Design mipi_frame_receiver, sky130hd; sources not shown.
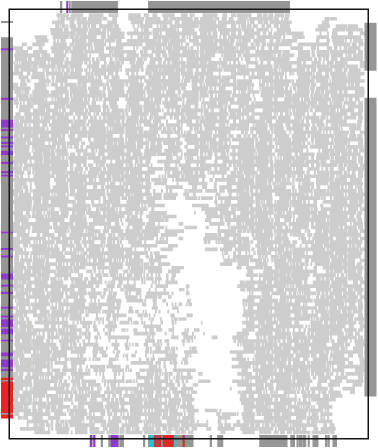
**Above:** I/O pins on the die edge.
Pins as bars across the die edge, other pins in gray.
cyan -> `dtype`  # pins 8, direction output, edge south
red -> `frame_len`  # pins 32, direction output, edge 20 west, 12 south
purple -> `packet`  # pins 48, direction input, edge 40 west, 7 south, 1 north
DIE HEIGHT: 318 um
buffers added on ports: 647
die width: 266 um

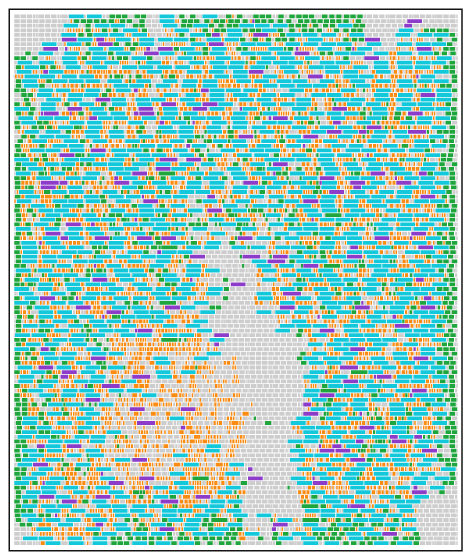
**Above:** placed cells, one color a class.
Fill, decap, tap and diode cells in gray.
orange -> combinational and other logic  # cells 3578, share of their area 28%
green -> remaining buffers and delay cells  # cells 1046, share of their area 15%
purple -> clock drivers and dummy loads  # cells 199, share of their area 6.3%
cyan -> sequential cells  # cells 1185, share of their area 50%
Core Area: 81700 sq um
# rows: 115
register share of the cell area: 49.2%

==> out/qor.csv <==
metric;value;unit
Area contributors post-synth;dfrtp_1, nand2_1, nand4_1;
Dominant comb cell;simple AND/OR/NAND/NOR gates;
WP depth;16;
worst vdd ir;13.1;uV
TritonCTS clock tree;built;
Clk pwr share;31.9;%
Cell Int Power;796;uW
final WL;176;mm
placed insts;6862;
Dominant Register Cell;dfrtp_1;
Net Count, Synth;5205;
synth cell count leaders;nand2_1, dfrtp_1, nand4_1;
slew margin rel.;18.5;%
routed length per instance;25.0;um
DR WL met3;19.6;mm
status;completed;
slew at the pin closest to its max-slew limit;1.22;ns
Place WS;74.58;ns
fin. max-slew vios;0;
Seq share, synth;61.2;%
GRT met2 Usage;64.8;%
sw frac;34.4;%
Tot GR Track Use;41.7;%
area grow syn2layout;24.4;%
# resized after CTS;0;
No activity file was given, so power comes from the tool's default toggle rates.
